$ cat config.mk
export PLATFORM = sky130hd
export DESIGN_NAME = pic_host_sequencer
export DESIGN_NICKNAME = d
export VERILOG_FILES = /design/src/rtl/pic_host_sequencer.sv
export SDC_FILE = /design/constraint.sdc
export NUM_CORES = 1
export LEC_CHECK = 0
export ABC_AREA = 1
export CAP_MARGIN = 25
export CORE_UTILIZATION = 45
export DETAILED_ROUTE_END_ITERATION = 16
export GPL_ROUTABILITY_DRIVEN = 1
export PLACE_DENSITY = 0.81
export SLEW_MARGIN = 10
export SYNTH_ARGS = -nofsm -noshare
export SYNTH_HDL_FRONTEND = slang
export SYNTH_SLANG_ARGS = --single-unit
$ cat constraint.sdc
create_clock -name clk -period 1.4 [get_ports clk]
set_clock_uncertainty 0.1 [all_clocks]
set_input_delay 0.28 -clock clk [delete_from_list [all_inputs] [get_ports clk]]
set_output_delay 0.28 -clock clk [all_outputs]
set_load 0.01 [all_outputs]
$ cat src/rtl/pic_host_sequencer.sv
// Host-side bus sequencer for an 8259-style interrupt controller: runs the
// ICW1..ICW4 write sequence and services INTR with a two-pulse INTA cycle.
module pic_host_sequencer #(
  parameter int unsigned STROBE_CYCLES = 2,
  parameter int unsigned GAP_CYCLES    = 2
) (
  input  logic       clk,
  input  logic       rst,
  input  logic       init_start,
  input  logic [7:0] icw1_in,
  input  logic [7:0] icw2_in,
  input  logic [7:0] icw3_in,
  input  logic [7:0] icw4_in,
  output logic       init_busy,
  output logic       init_done,
  output logic       configured,
  input  logic       INTR,
  output logic       INTA,
  output logic       WR,
  output logic       A0,
  output logic [7:0] data_out,
  output logic       data_oe,
  input  logic [7:0] data_in,
  output logic [7:0] vector,
  output logic       vector_valid
);

  localparam int unsigned MAX_CYC = (STROBE_CYCLES > GAP_CYCLES) ? STROBE_CYCLES : GAP_CYCLES;
  localparam int unsigned CNT_W   = (MAX_CYC > 1) ? $clog2(MAX_CYC) : 1;
  localparam logic [CNT_W-1:0] STB_LAST = CNT_W'(STROBE_CYCLES - 1);
  localparam logic [CNT_W-1:0] GAP_LAST = CNT_W'(GAP_CYCLES - 1);

  typedef enum logic [3:0] {
    IDLE, W_SETUP, W_STROBE, W_HOLD, W_GAP, A_P1, A_GAP, A_P2, A_END
  } state_t;

  state_t           r_state;
  state_t           w_nxt_state;
  logic [CNT_W-1:0] r_cnt;
  logic [CNT_W-1:0] w_cnt_nxt;
  logic [7:0]       r_words [4];
  logic [1:0]       r_last_idx;
  logic [1:0]       r_idx;
  logic [7:0]       w_list [4];
  logic [1:0]       w_list_last;
  logic             w_accept;
  logic             w_adv;
  logic             w_seq_end;
  logic             w_capture;

  logic       r_wr, r_inta, r_a0, r_oe, r_busy, r_done, r_cfg, r_vv;
  logic [7:0] r_dout, r_vector;

  // Compact write list from ICW1 flags: cascade (bit1==0) adds ICW3, IC4 adds ICW4
  always_comb begin
    w_list[0]   = icw1_in;
    w_list[1]   = icw2_in;
    w_list[2]   = icw3_in;
    w_list[3]   = icw4_in;
    w_list_last = 2'd1;
    if (!icw1_in[1]) begin
      w_list_last = 2'd2;
      if (icw1_in[0]) begin
        w_list_last = 2'd3;
      end
    end else if (icw1_in[0]) begin
      w_list[2]   = icw4_in;
      w_list_last = 2'd2;
    end
  end

  // Next-state logic with per-phase cycle counter
  always_comb begin
    w_nxt_state = r_state;
    w_cnt_nxt   = '0;
    w_accept    = 1'b0;
    w_adv       = 1'b0;
    w_seq_end   = 1'b0;
    w_capture   = 1'b0;
    case (r_state)
      IDLE: begin
        if (init_start) begin
          w_nxt_state = W_SETUP;
          w_accept    = 1'b1;
        end else if (r_cfg && INTR) begin
          w_nxt_state = A_P1;
        end
      end
      W_SETUP: w_nxt_state = W_STROBE;
      W_STROBE: begin
        if (r_cnt == STB_LAST) w_nxt_state = W_HOLD;
        else                   w_cnt_nxt   = r_cnt + CNT_W'(1);
      end
      W_HOLD: w_nxt_state = W_GAP;
      W_GAP: begin
        if (r_cnt == GAP_LAST) begin
          if (r_idx == r_last_idx) begin
            w_nxt_state = IDLE;
            w_seq_end   = 1'b1;
          end else begin
            w_nxt_state = W_SETUP;
            w_adv       = 1'b1;
          end
        end else begin
          w_cnt_nxt = r_cnt + CNT_W'(1);
        end
      end
      A_P1: begin
        if (r_cnt == STB_LAST) w_nxt_state = A_GAP;
        else                   w_cnt_nxt   = r_cnt + CNT_W'(1);
      end
      A_GAP: begin
        if (r_cnt == GAP_LAST) w_nxt_state = A_P2;
        else                   w_cnt_nxt   = r_cnt + CNT_W'(1);
      end
      A_P2: begin
        if (r_cnt == STB_LAST) begin
          w_nxt_state = A_END;
          w_capture   = 1'b1;
        end else begin
          w_cnt_nxt = r_cnt + CNT_W'(1);
        end
      end
      A_END: begin
        if (r_cnt == GAP_LAST) w_nxt_state = IDLE;
        else                   w_cnt_nxt   = r_cnt + CNT_W'(1);
      end
      default: w_nxt_state = IDLE;
    endcase
  end

  // State and phase counter register
  always_ff @(posedge clk) begin
    if (rst) begin
      r_state <= IDLE;
      r_cnt   <= '0;
    end else begin
      r_state <= w_nxt_state;
      r_cnt   <= w_cnt_nxt;
    end
  end

  // Bus strobes and status flags, registered from the next state so they align with it
  always_ff @(posedge clk) begin
    if (rst) begin
      r_wr   <= 1'b1;
      r_inta <= 1'b1;
      r_oe   <= 1'b0;
      r_busy <= 1'b0;
      r_done <= 1'b0;
      r_cfg  <= 1'b0;
    end else begin
      r_wr   <= (w_nxt_state != W_STROBE);
      r_inta <= !((w_nxt_state == A_P1) || (w_nxt_state == A_P2));
      r_oe   <= (w_nxt_state == W_SETUP) || (w_nxt_state == W_STROBE) || (w_nxt_state == W_HOLD);
      r_busy <= (w_nxt_state == W_SETUP) || (w_nxt_state == W_STROBE) ||
                (w_nxt_state == W_HOLD)  || (w_nxt_state == W_GAP);
      r_done <= w_seq_end;
      if (w_seq_end)     r_cfg <= 1'b1;
      else if (w_accept) r_cfg <= 1'b0;
    end
  end

  // Word list, write data/A0 and captured vector
  always_ff @(posedge clk) begin
    if (rst) begin
      r_words    <= '{default: '0};
      r_last_idx <= '0;
      r_idx      <= '0;
      r_dout     <= '0;
      r_a0       <= 1'b0;
      r_vector   <= '0;
      r_vv       <= 1'b0;
    end else begin
      if (w_accept) begin
        r_words    <= w_list;
        r_last_idx <= w_list_last;
        r_idx      <= '0;
        r_dout     <= icw1_in;
        r_a0       <= 1'b0;
      end else if (w_adv) begin
        r_idx  <= r_idx + 2'd1;
        r_dout <= r_words[r_idx + 2'd1];
        r_a0   <= 1'b1;
      end
      r_vv <= w_capture;
      if (w_capture) r_vector <= data_in;
    end
  end

  assign WR           = r_wr;
  assign INTA         = r_inta;
  assign A0           = r_a0;
  assign data_out     = r_dout;
  assign data_oe      = r_oe;
  assign init_busy    = r_busy;
  assign init_done    = r_done;
  assign configured   = r_cfg;
  assign vector       = r_vector;
  assign vector_valid = r_vv;

endmodule
Run 1, I/O nets highlighted:
Scale: 3 px per um.
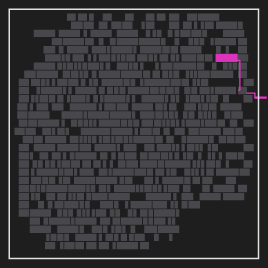
magenta -> `init_busy`  # direction output, end cells 1, buffers 1, wire 16.2 um
number of input and output port buffers inserted: 67
number of top-level pins: 68

Run 1, placement view:
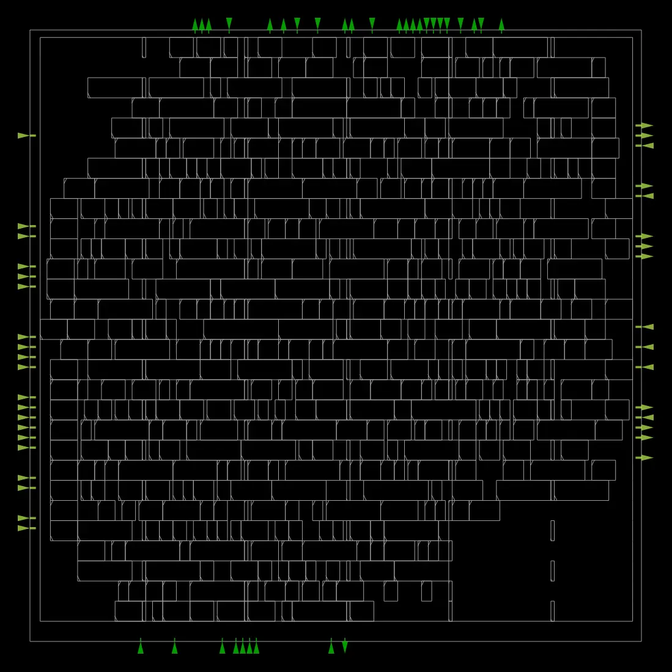
Core Rows: 29
sequential cell count: 65
fin util: 0.731
Seq area share: 0.285

==> notes.md, run 1 <==
Status of the implementation.

- The arrival time at the worst endpoint is between 1.5 and 2 ns, for reference.
- The worst setup path is captured at a register.
- After detailed placement, the design holds a cell count of around 580.
- The total buffers and inverters traversed by the critical path is 2, for reference.
- The detailed router placed roughly 3.3k vias in this run.
- Looking at the critical path, the single cell with the biggest stage delay is sky130_fd_sc_hd__dfxtp_4.
- From the final report, the count of setup violators was given as 26.
- The max-cap violation count is 0, for reference.
- The synthesized area per cell is between 7 and 8 sq um, for reference.
- The transition at the pin with the smallest max-transition slack is 0.341 ns, for reference.
- The worst IR drop on VDD is 0.660 mV, for reference.
- The number of sinks on the clock net is roughly 65, for reference.
- In this run the clock root is driven by a sky130_fd_sc_hd__clkbuf_8.
- The total routed wirelength is about 9400 um, for reference.
- After synthesis the cells add up to 2920 sq um.
- The checks that failed: negative setup slack.
- The net total in the final layout is between 500 and 600, for reference.
- Overall power consumption after layout is estimated at just over 5000 uW.
- The largest incremental delay on the critical path is about 0.39 ns, for reference.
- The static leakage power is between 0.002 and 0.0025 uW, for reference.
- The level count of the clock H-tree is 3, for reference.
- The share of the Yosys chip area taken by registers is 0.445.
- The count of mapped cells out of synthesis is a little over 400, for reference.
- The number of slew-limit violations in the final report is 0, for reference.
- The layout cell share with drive strength beyond 1 is 0.316, for reference.
- The power density relative to cell area is roughly 1100 nW/um^2, for reference.
- The largest fanout on the critical path is 6, for reference.
- The flow ran to the end, but the final reports show violations.
- The placement-stage cell area is about 4000 sq um, for reference.
- Dividing the final minimum period by the clock period gives 1.10.
- The type of origin of the critical path is a register, for reference.
- The chip area line in the Yosys stat output reads between 2000 and 3000 sq um.
- The cell repeated most along the worst path is sky130_fd_sc_hd__nor2_4, for reference.
- The die width is a little over 80 um, for reference.
- Before antenna repair, the detailed router went through 5 iterations.
- The largest net degree at the start of global routing is 22, for reference.
- The headroom to the max-slew limit is 0.771, for reference.
- On the worst setup and hold paths after CTS, the clock-pin slew comes to around 0.070 ns.
- In this run the critical path is formed by nor2_4 > buf_4 > inv_1 > o21ai_1 > nand2_1 > nand3_2 > nor2_4 > nor2_1.
- The number of warning messages in the yosys log is 0, for reference.
- The critical path in the final layout is reported with a setup slack of -0.146 ns.
- Before CTS, the worst setup slack after placement is -0.306 ns.
Run 1, sizing map:
Scale: 6 px per um.
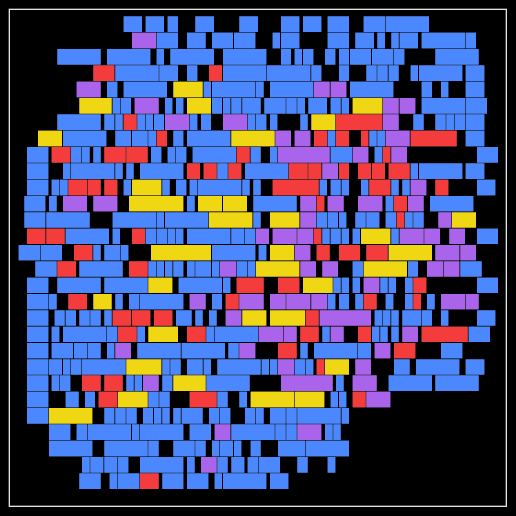
yellow -> x6 and larger  # cells 33
red -> x2  # cells 67
blue -> x1 and smaller  # cells 359
purple -> x3 and x4  # cells 66
Signal buffers: 122
post-layout instance area: 4620 sq um
Worst Setup Slack, final: -0.146 ns
signed area change from the synthesized netlist to the final layout: 57.9%

==> run 1: kinds of logic after synthesis <==
group | after synthesis | synth area share
AOI/OAI and AO/OA | 101 | 0.187
adders and majority gates | 1 | 0.00428
buffers and inverters | 54 | 0.0903
DFF | 65 | 0.445
and+or+nand+nor | 183 | 0.273
==> run 1: layer usage <==
metal | GRT usage | vias up | share of wire
met5 | 0 | - | 0
met4 | 0.0897 | 0 | 0.029
met3 | 0.0560 | 30 | 0.055
met2 | 0.445 | 148 | 0.52
met1 | 0.303 | 1569 | 0.40
li1 | - | 1571 | -
==> run 1: synth_stat cells (all sizes together) <==
| library cell | n | share of area |
|---|---|---|
| dfxtp | 65 | 0.45 |
| o21ai | 43 | 0.074 |
| inv | 35 | 0.046 |
| a21o | 1 | 0.0026 |
| nand3 | 30 | 0.053 |
| o22ai | 1 | 0.0021 |
| a31oi | 9 | 0.021 |
| buf | 13 | 0.037 |
| nand2 | 111 | 0.15 |
| nor4 | 1 | 0.0021 |
| nand4 | 1 | 0.0021 |
| nor3 | 2 | 0.0034 |
| clkbuf | 6 | 0.0077 |
| a22oi | 4 | 0.010 |
| o211ai | 4 | 0.010 |
| nor2 | 38 | 0.058 |
| ha | 1 | 0.0043 |
| a21oi | 39 | 0.067 |
==> run 1: worst register-to-register path, delay by kind of cell (launching register included) <==
family | cells | cell delay, ns
buffers and inverters | 2 | 0.27
and+or+nand+nor | 5 | 0.47
AOI/OAI and AO/OA | 1 | 0.25
DFF | 1 | 0.39
==> run 1: where the power goes <==
part | switching [uW] | internal, uW
Sequential | 109 | 2050
Combinational | 890 | 776
Clock | 730 | 639
==> run 1: timing repair <==
item,in CTS,in global routing
buffers inserted,1,6
setup endpoints to repair,54,56
cloned,2,2
resized,60,109
pin swaps,6,25
==> run 1: registers in the layout, indices dropped and copies added, names as in the netlist <==
register      flops
r_words          32
data_out          8
vector            8
r_state           4
r_idx             2
r_last_idx        2
A0                1
INTA              1
WR                1
configured        1
data_oe           1
init_busy         1
init_done         1
r_cnt             1
vector_valid      1
==> run 1: per-stage QoR <==
stage	setup TNS, ns	hold WS (ns)
after detailed placement	-11.29	0.340
after floorplan	0	0.323
final	-1.06	0.352
after CTS	-0.311	0.352
after global placement	-10.19	0.334
after global routing	-3.07	0.375
==> run 1: worst paths after layout <==
check	startpoint	to	slack, ns	cells past startpoint
worst max-delay path	r_idx[0]$_SDFFE_PP0P_	data_out[5]$_SDFFE_PP0P_	-0.15	8
worst min-delay path	r_words[7]$_SDFFE_PP0P_	r_words[7]$_SDFFE_PP0P_	0.35	2
worst max register to register	r_idx[0]$_SDFFE_PP0P_	data_out[5]$_SDFFE_PP0P_	-0.15	8
worst min register to register	r_words[7]$_SDFFE_PP0P_	r_words[7]$_SDFFE_PP0P_	0.35	2
==> run 1: cell type report <==
cell class	count	area, sq um
Clock buffer	13	139
Inverter	35	171
Timing Repair Buffer	122	1200
Sequential cell	65	1320
Tap cell	77	96.3
Clock inverter	3	17.5
Timing Repair inverter	2	25.0
Fill cell	469	1700
Multi-Input combinational cell	285	1650
==> run 2, diff against run 1 <==
ABC_AREA = unset   (was 1)
TNS_END_PERCENT = 20   (was unset)
==> notes.md, run 2 <==
Status of the implementation.

- The worst-case register-to-register setup slack is -0.45 ns (-0.31 ns).
- The largest incremental delay on the critical path came to 0.55 ns (+0.16 ns).
- On the critical path, the stage with the largest delay is an instance of sky130_fd_sc_hd__mux4_1.
- The largest fanout on the critical path came to 9 (+3).
- The top cell type by instance count after synthesis is sky130_fd_sc_hd__dfxtp_1, for reference.
- The violation count after the first detailed-routing iteration is ~180, for reference.
- For the worst-skew pair, the clock arrives at the later sink with an insertion delay of approximately 0.36 ns.
- The worst-case reg-to-reg path depth is 4 (-4), for reference.
- The post-route clock period utilization is 1.32 (+0.219).
- The total routed wirelength came to 8970 um (-4.2%).
- The global routing stage identified its most utilized layer as met2.
- The synthesis report names the predominant flop master as sky130_fd_sc_hd__dfxtp_1.
- The worst path setup slack after routing is -0.453 ns (-0.307 ns), for reference.
- STA lists the startpoint of the worst register-to-register path as r_idx[1]$_SDFFE_PP0P_.
- The yosys stat chip area was 2900 sq um (-0.68%).
- The flip-flop count of the largest register after layout is 32 (unchanged), for reference.
- The count of pins on the block boundary came to 68 (unchanged).
- The register containing the most flip-flops in the final layout is r_words, for reference.
- The area share of the leading cell type in the synthesized netlist is 0.448 (+0.00307), for reference.
- The met3 usage in global routing was 0.0604 (+0.00440).
- The arrival time at the worst endpoint is 1.98 ns (+0.24 ns), for reference.
- The sequential share of the synthesized area is 0.448 (+0.00307).
- The flow ran to the end, but the final reports show violations.
- The placement-stage cell area came to 3940 sq um (-0.13%).
- In this run the most critical hold path is launched from rst.
- In this run the layout overhead on the synthesized area is reported as 59.1%.
- The synthesized area per cell was 9.02 sq um (+25%).
- The summed instance area of the synthesized netlist is 2900 sq um (-0.68%), for reference.
- The summed area of non-filler cells in the final layout came to 4620 sq um (about the same).
- The number of search-and-repair iterations in the first detailed-routing pass is 4 (-1).
- The max-cap violation count is 0 (unchanged), for reference.
- The checks that failed: negative setup slack.
- The top cell type by total area after synthesis is sky130_fd_sc_hd__dfxtp_1, for reference.
- The final hold slack is 0.201 ns (-0.152 ns), for reference.
- The static leakage power came to 0.00195 uW (-5.3%).
- The type of origin of the critical path is a register, for reference.
- The net total in the final layout came to 475 (-16%).
- The tree is rooted in a sky130_fd_sc_hd__clkbuf_8.
- The largest net degree at the start of global routing is 36 (+64%), for reference.
- The number of slew-limit violations in the final report is 0 (unchanged).
- The detail route stage leaves a number of antenna-violating nets equal to 0.
- The transition at the pin with the smallest max-transition slack came to 0.484 ns (+0.143 ns).
- Checking hold timing, the worst path is listed with class primary input to register.
- The share of flip-flops with an asynchronous set or reset after synthesis was 0 (unchanged).
- The share of the core filled with cells is 0.762 (+0.0311), for reference.
- Hold analysis lists the worst path endpoint as r_cnt$_SDFF_PP0_.
- The headroom to the max-slew limit came to 0.674 (-0.0961).
- The number of warning messages in the yosys log was 0 (unchanged).
- The count of mapped cells out of synthesis is 322 (-20%).
- Setup repair after global routing could not meet its margin everywhere.
- For reference, the top cells by count after synthesis are sky130_fd_sc_hd__dfxtp_1, sky130_fd_sc_hd__nand2_1, sky130_fd_sc_hd__a21oi_1.
- The count of input and output buffers is 67 (unchanged), for reference.
- The floorplan row count is 28 (-3.4%), for reference.
- The endpoint kind of the worst setup timing path is a register, for reference.
- The number of sinks on the clock net came to 65 (unchanged).
- The met2 usage in global routing came to 0.465 (+0.0198).
- The number of fillers in the final layout is 396 (-16%), for reference.
- STA lists the endpoint of the worst register-to-register path as data_out[5]$_SDFFE_PP0P_.
- The final tally of setup violations is 54 (+110%), for reference.
- The number of enable-type register cells in the synthesized netlist is 0 (unchanged), for reference.
- The layout cell share with drive strength beyond 1 came to 0.331 (+0.0148).
- The die width is 82.3 um (-0.33%).
- The cell depth of the worst hold path is 2 (unchanged), for reference.
- The via count of the routed design was 2854 (-14%).
- Yosys attributes the largest share of cell area to sky130_fd_sc_hd__dfxtp_1, sky130_fd_sc_hd__nand2_1, sky130_fd_sc_hd__mux4_1, sky130_fd_sc_hd__a21oi_1, sky130_fd_sc_hd__nor2_1.
- The level count of the clock H-tree is 3 (unchanged), for reference.
- The worst IR drop on VDD is 0.811 mV (+23%), for reference.
- After its last routability iteration, the placer logged a weighted congestion of approximately 0.83.
- The global routing met1 resource utilization is 0.300 (-0.00358), for reference.
- The signal on the critical path passes through buf_6 > mux4_1 > a21boi_0 > o41ai_4.
- The power density relative to cell area is 1190 nW/um^2 (+5.5%), for reference.
- The clock transition at the registers of the reported paths is 0.09 ns (+0.02 ns), for reference.
run 2: netlist changes by cell type after synthesis, sizes merged, moves of 10 or more:
cell | before | now
nand2 | 111 | 60
o21ai | 43 | 11
inv | 35 | 5
nand3 | 30 | 12
nor2 | 38 | 23
nor2b | 0 | 11
clkbuf | 6 | 16
run 2: stage by stage:
stage               std cells  setup TNS (ns)  setup WS (ns)  total power (uW)
finish                    510          -12.24         -0.453              5490
global route              510          -15.64         -0.493              5730
CTS                       506           -8.39         -0.324              5170
global placement          483          -24.25         -0.643              3500
detailed placement        483          -25.97         -0.684              3560
floorplan                 322          -12.33         -0.423              2920
run 2: cell families (layout without fill, tap and decap cells):
family / count (synthesis) / in the layout / synth area share
AND/OR/NAND/NOR: 123 / 123 / 0.191
flip-flops: 65 / 65 / 0.448
buffers and inverters: 33 / 146 / 0.0582
AND-OR/OR-AND: 79 / 79 / 0.185
multiplexers: 17 / 17 / 0.101
XOR/XNOR: 4 / 4 / 0.0121
adder cells (fa/ha/maj): 1 / 1 / 0.00431
run 2: area by class of cell:
| cell class | count | area, sq um | share of cell area |
|---|---|---|---|
| Clock buffer | 9 | 124 | 0.0268 |
| Clock inverter | 7 | 46.3 | 0.0100 |
| Multi-Input combinational cell | 224 | 1790 | 0.387 |
| Inverter | 5 | 18.8 | 0.00406 |
| Timing Repair Buffer | 125 | 1220 | 0.264 |
| Sequential cell | 65 | 1330 | 0.287 |
| Tap cell | 75 | 93.8 | 0.0203 |
run 2: how the worst max path moves through the flow:
stage                                     start                        to  depth (start not counted)
final                     r_idx[1]$_SDFFE_PP0P_  data_out[5]$_SDFFE_PP0P_                          4
after global routing      r_idx[1]$_SDFFE_PP0P_  data_out[5]$_SDFFE_PP0P_                          4
after CTS                 r_idx[1]$_SDFFE_PP0P_  data_out[3]$_SDFFE_PP0P_                          5
after detailed placement                   INTR      init_busy$_SDFF_PP0_                          6
after global placement                     INTR      init_busy$_SDFF_PP0_                          6
after floorplan           r_idx[1]$_SDFFE_PP0P_  data_out[7]$_SDFFE_PP0P_                          8
run 2: metal layers:
layer,share of wire,wire length (um)
met1,0.39,3470
met2,0.53,4730
met3,0.064,574
met4,0.022,201
met5,0,0
run 2: timing repair:
| item | in CTS | in global routing |
|---|---|---|
| resized | 94 | 41 |
| endpoints found under the setup margin | 87 | 65 |
| pin swaps | 18 | 10 |
| buffers inserted | 6 | 2 |
| cloned | 1 | 2 |
run 2: worst max-delay path: cells and delay by family (launching register included):
kind | cells | cell delay (ns)
flops | 1 | 0.39
mux | 1 | 0.55
compound gates | 2 | 0.52
buf+inv | 1 | 0.17
run 2: report_power, final:
part           leakage [uW]  switching, uW  internal, uW
registers          0.000537            149          2040
logic               0.00132            908           970
clock network     0.0000931            775           641
total               0.00195           1830          3650
Run 2, sizing map:
Scale: 6 px per um.
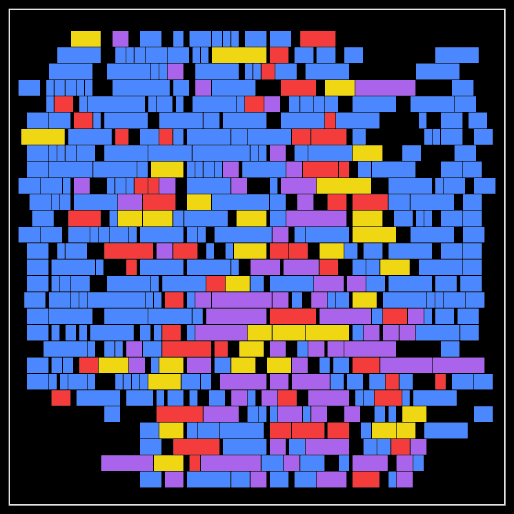
blue -> x1 and smaller  # cells 291
red -> x2  # cells 48
yellow -> x6 and larger  # cells 32
purple -> x3 and x4  # cells 64

Run 2, gate families picked out:
Scale: 6 px per um.
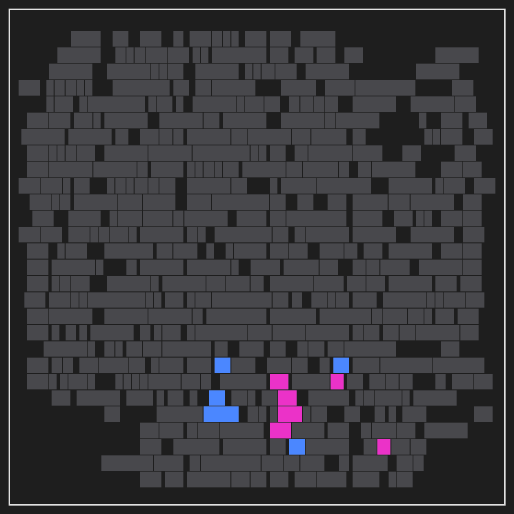
magenta -> and/or cells  # cells 6, where south
blue -> non-inverting ao/oa cells  # cells 5, where south
combinational share of cell area: 0.387
most common logic cell in the routed design: sky130_fd_sc_hd__nand2_1
final non-filler cell total: 510

Run 2, I/O pins on the die edge:
Scale: 6 px per um. Pins as bars across the die edge, other pins in grey.
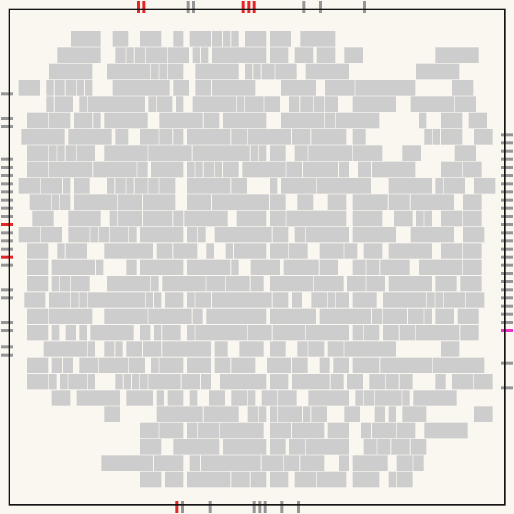
red -> `icw1_in`  # pins 8, direction input, edge 5 north, 2 west, 1 south
magenta -> `init_busy`  # pins 1, direction output, edge east

==> run 3, diff against run 2 <==
RECOVER_POWER = 50   (was unset)
==> notes.md, run 3 <==
Status of the implementation.

- The flow ran to the end, but the final reports show violations.
- The checks that failed: negative setup slack.
- The total design power is 5480 uW (-0.16%).
- The launch point of the worst min-delay path is recorded as rst.
- The cell with the biggest individual delay on the critical path is sky130_fd_sc_hd__mux4_1, for reference.
- The area growth from synthesis to layout is 58.7%.
- The headroom to the max-slew limit is 0.673 (-0.00189), for reference.
- Counting endpoints that fail hold in the final report gives 0.
- The synthesized area per cell was 9.02 sq um (unchanged).
- Setup repair after global routing could not meet its margin everywhere.
- Traced cell by cell, the critical path runs through buf_6 > mux4_1 > a21boi_0 > o41ai_4.
- STA classifies the critical path startpoint as a register.
- The number of slew-limit violations in the final report came to 0 (unchanged).
- The layout cell share with drive strength beyond 1 is 0.329 (-0.00230), for reference.
- The count of mapped cells out of synthesis is 322 (unchanged).
- The yosys stat chip area was 2900 sq um (unchanged).
- The count of pins on the block boundary is 68 (unchanged).
- The total buffers and inverters traversed by the critical path is 1 (unchanged), for reference.
- The via count of the routed design is 2849 (-0.18%).
- Among all cell types in the netlist, the one instantiated most often is sky130_fd_sc_hd__dfxtp_1.
- The largest incremental delay on the critical path is 0.55 ns (about the same), for reference.
- The worst-case reg-to-reg path depth was 4 (unchanged).
- The share of the core filled with cells was 0.760 (-0.00186).
- The sequential cell area was 1330 sq um (unchanged).
- The top cell type by total area after synthesis is sky130_fd_sc_hd__dfxtp_1, for reference.
- The largest fanout on the critical path was 9 (unchanged).
- The worst hold path belongs to the class primary input to register.
- The sequential share of the synthesized area is 0.448 (unchanged), for reference.
- Per the cell usage report, the commonest logic cell in the layout is sky130_fd_sc_hd__nand2_1.
- The number of fillers in the final layout is 401 (+1.3%), for reference.
- The summed instance area of the synthesized netlist is 2900 sq um (unchanged), for reference.
- The number of sinks on the clock net was 65 (unchanged).
- The net total in the final layout is 475 (unchanged), for reference.
- The share of flip-flops with an asynchronous set or reset after synthesis was 0 (unchanged).
- The cell sitting at the root of the clock tree is a sky130_fd_sc_hd__clkbuf_8.
- For reference, the top cells by count after synthesis are sky130_fd_sc_hd__dfxtp_1, sky130_fd_sc_hd__nand2_1, sky130_fd_sc_hd__a21oi_1.
- The number of warning messages in the yosys log is 0 (unchanged), for reference.
- The multi-input logic area came to 1790 sq um (unchanged).
- By area the synthesized netlist is led by sky130_fd_sc_hd__dfxtp_1, sky130_fd_sc_hd__nand2_1, sky130_fd_sc_hd__mux4_1, sky130_fd_sc_hd__a21oi_1, sky130_fd_sc_hd__nor2_1.
- The area share of the leading cell type in the synthesized netlist is 0.448 (unchanged), for reference.
- The post-route clock period utilization was 1.33 (+0.00190).
- The largest net degree at the start of global routing came to 36 (unchanged).
- The CTS tree is yes, for reference.
- The worst register-to-register path ends at data_out[5]$_SDFFE_PP0P_.
- The endpoint kind of the worst setup timing path is a register, for reference.
- The launch point of the worst reg-to-reg path is r_idx[1]$_SDFFE_PP0P_, for reference.
- The worst IR drop on VDD was 0.806 mV (-0.61%).
- The final weighted congestion of routability-driven global placement was 0.829 (unchanged).
- The count of input and output buffers is 67 (unchanged), for reference.
- The register containing the most flip-flops in the final layout is r_words, for reference.
- The total routed wirelength is 8960 um (-0.14%), for reference.
- The clock latency reported for the late side of the worst-skew pair is 0.35 ns (about the same), for reference.
- The cell depth of the worst hold path was 2 (unchanged).
- The worst path setup slack after routing is -0.455 ns (-0.00266 ns), for reference.
- The final tally of setup violations is 62 (+15%), for reference.
- The number of enable-type register cells in the synthesized netlist was 0 (unchanged).
- The max-cap violation count was 0 (unchanged).
- The flip-flop count of the largest register after layout is 32 (unchanged), for reference.
- The endpoint of the worst hold path is reported as r_cnt$_SDFF_PP0_.
- OpenSTA lists the critical path startpoint as r_idx[1]$_SDFFE_PP0P_.
- The residual DRC count is 0, for reference.
- The cell type group with the largest total delay on the critical path is multiplexers, for reference.
- The worst-case register-to-register setup slack came to -0.46 ns (about the same).
==> run 3: cell types whose count changed in the layout (fill, tap and decap cells not counted) <==
cell / change
sky130_fd_sc_hd__buf_8: -1
sky130_fd_sc_hd__clkbuf_1: +1
==> run 3: cell type report <==
| cell class | count | area share |
|---|---|---|
| clock inverters | 7 | 0.0100 |
| flip-flops and latches | 65 | 0.288 |
| repair buffers | 125 | 0.262 |
| clock buffers | 9 | 0.0269 |
| well taps | 75 | 0.0204 |
| multi-input cells | 224 | 0.388 |
| inverters | 5 | 0.00407 |
==> run 3: per-stage QoR <==
step                      instance area [sq um]  TNS [ns]  hold WS [ns]  setup slack [ns]  std cells
after floorplan                            2940    -12.33         0.269            -0.423        322
after global placement                     3940    -24.25         0.339            -0.643        483
after detailed placement                   3940    -25.97         0.343            -0.684        483
after CTS                                  4380     -8.39         0.175            -0.324        506
after global routing                       4610    -16.77         0.193            -0.493        510
final                                      4610    -12.47         0.202            -0.455        510
==> run 3: power breakdown <==
| group | internal (uW) | switching, uW | leakage (uW) | total (uW) |
|---|---|---|---|---|
| combinational | 970 | 908 | 0.00131 | 1880 |
| clock | 641 | 766 | 0.0000931 | 1410 |
| sequential | 2040 | 150 | 0.000537 | 2190 |
| total | 3650 | 1820 | 0.00194 | 5480 |
==> run 3: worst register-to-register path, delay by kind of cell, from the launching register on <==
kind	cells	cell delay, ns
compound gates	2	0.52
buf+inv	1	0.17
flops	1	0.39
mux	1	0.55
==> run 3: metal layers <==
layer | routed length [um] | global-route usage
met1 | 3460 | 0.300
met4 | 163 | 0.0947
met5 | 0 | 0
met3 | 542 | 0.0604
met2 | 4790 | 0.465
==> run 3: kinds of logic (layout without fill, tap and decap cells) <==
logic type / count (synthesis) / in the layout / synth area share
and+or+nand+nor: 123 / 123 / 0.191
AOI/OAI and AO/OA: 79 / 79 / 0.185
DFF: 65 / 65 / 0.448
buffers and inverters: 33 / 146 / 0.0582
muxes: 17 / 17 / 0.101
xor gates and xnor gates: 4 / 4 / 0.0121
adders and majority gates: 1 / 1 / 0.00431
==> run 3: how the worst max path moves through the flow <==
stage                                     endpoint  cells past startpoint  slack, ns
after CTS                 data_out[3]$_SDFFE_PP0P_                      5      -0.32
after global routing      data_out[5]$_SDFFE_PP0P_                      4      -0.49
final                     data_out[5]$_SDFFE_PP0P_                      4      -0.46
after global placement        init_busy$_SDFF_PP0_                      6      -0.64
after floorplan           data_out[7]$_SDFFE_PP0P_                      8      -0.42
after detailed placement      init_busy$_SDFF_PP0_                      6      -0.68
==> run 3: what timing repair did <==
item | in CTS | in global routing
gates cloned | 1 | 2
hold buffers | 0 | 0
hold endpoints to repair | 0 | 0
setup buffers | 6 | 2
endpoints found under the setup margin | 87 | 65
resized | 94 | 41
pin swaps | 18 | 10
Run 3, I/O nets highlighted:
Scale: 3 px per um.
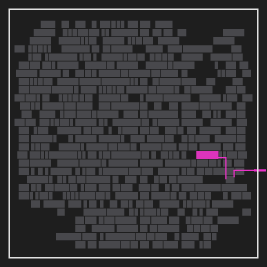
magenta -> `init_busy`  # direction output, end cells 1, buffers 1, wire 19.3 um

Run 3, placement view:
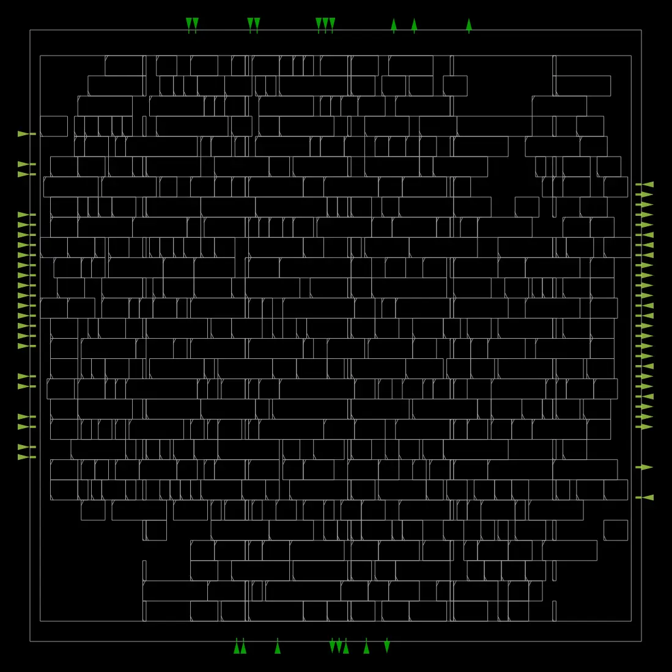
Seq area share: 0.288
Core Rows: 28

Run 3, sizing map:
Scale: 6 px per um.
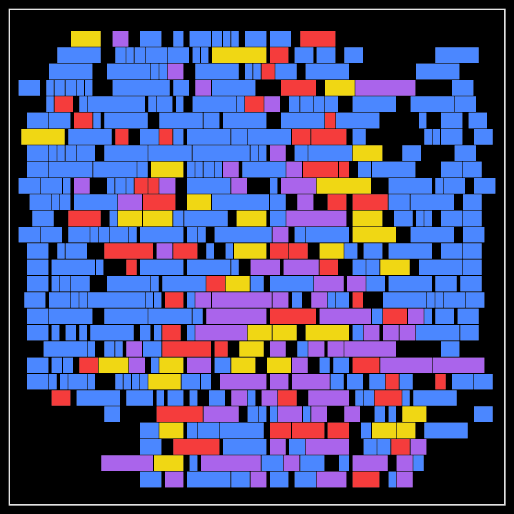
blue -> x1 and smaller  # cells 292
red -> x2  # cells 48
purple -> x3 and x4  # cells 64
yellow -> x6 and larger  # cells 31

Power and IR drop assume default switching activity.
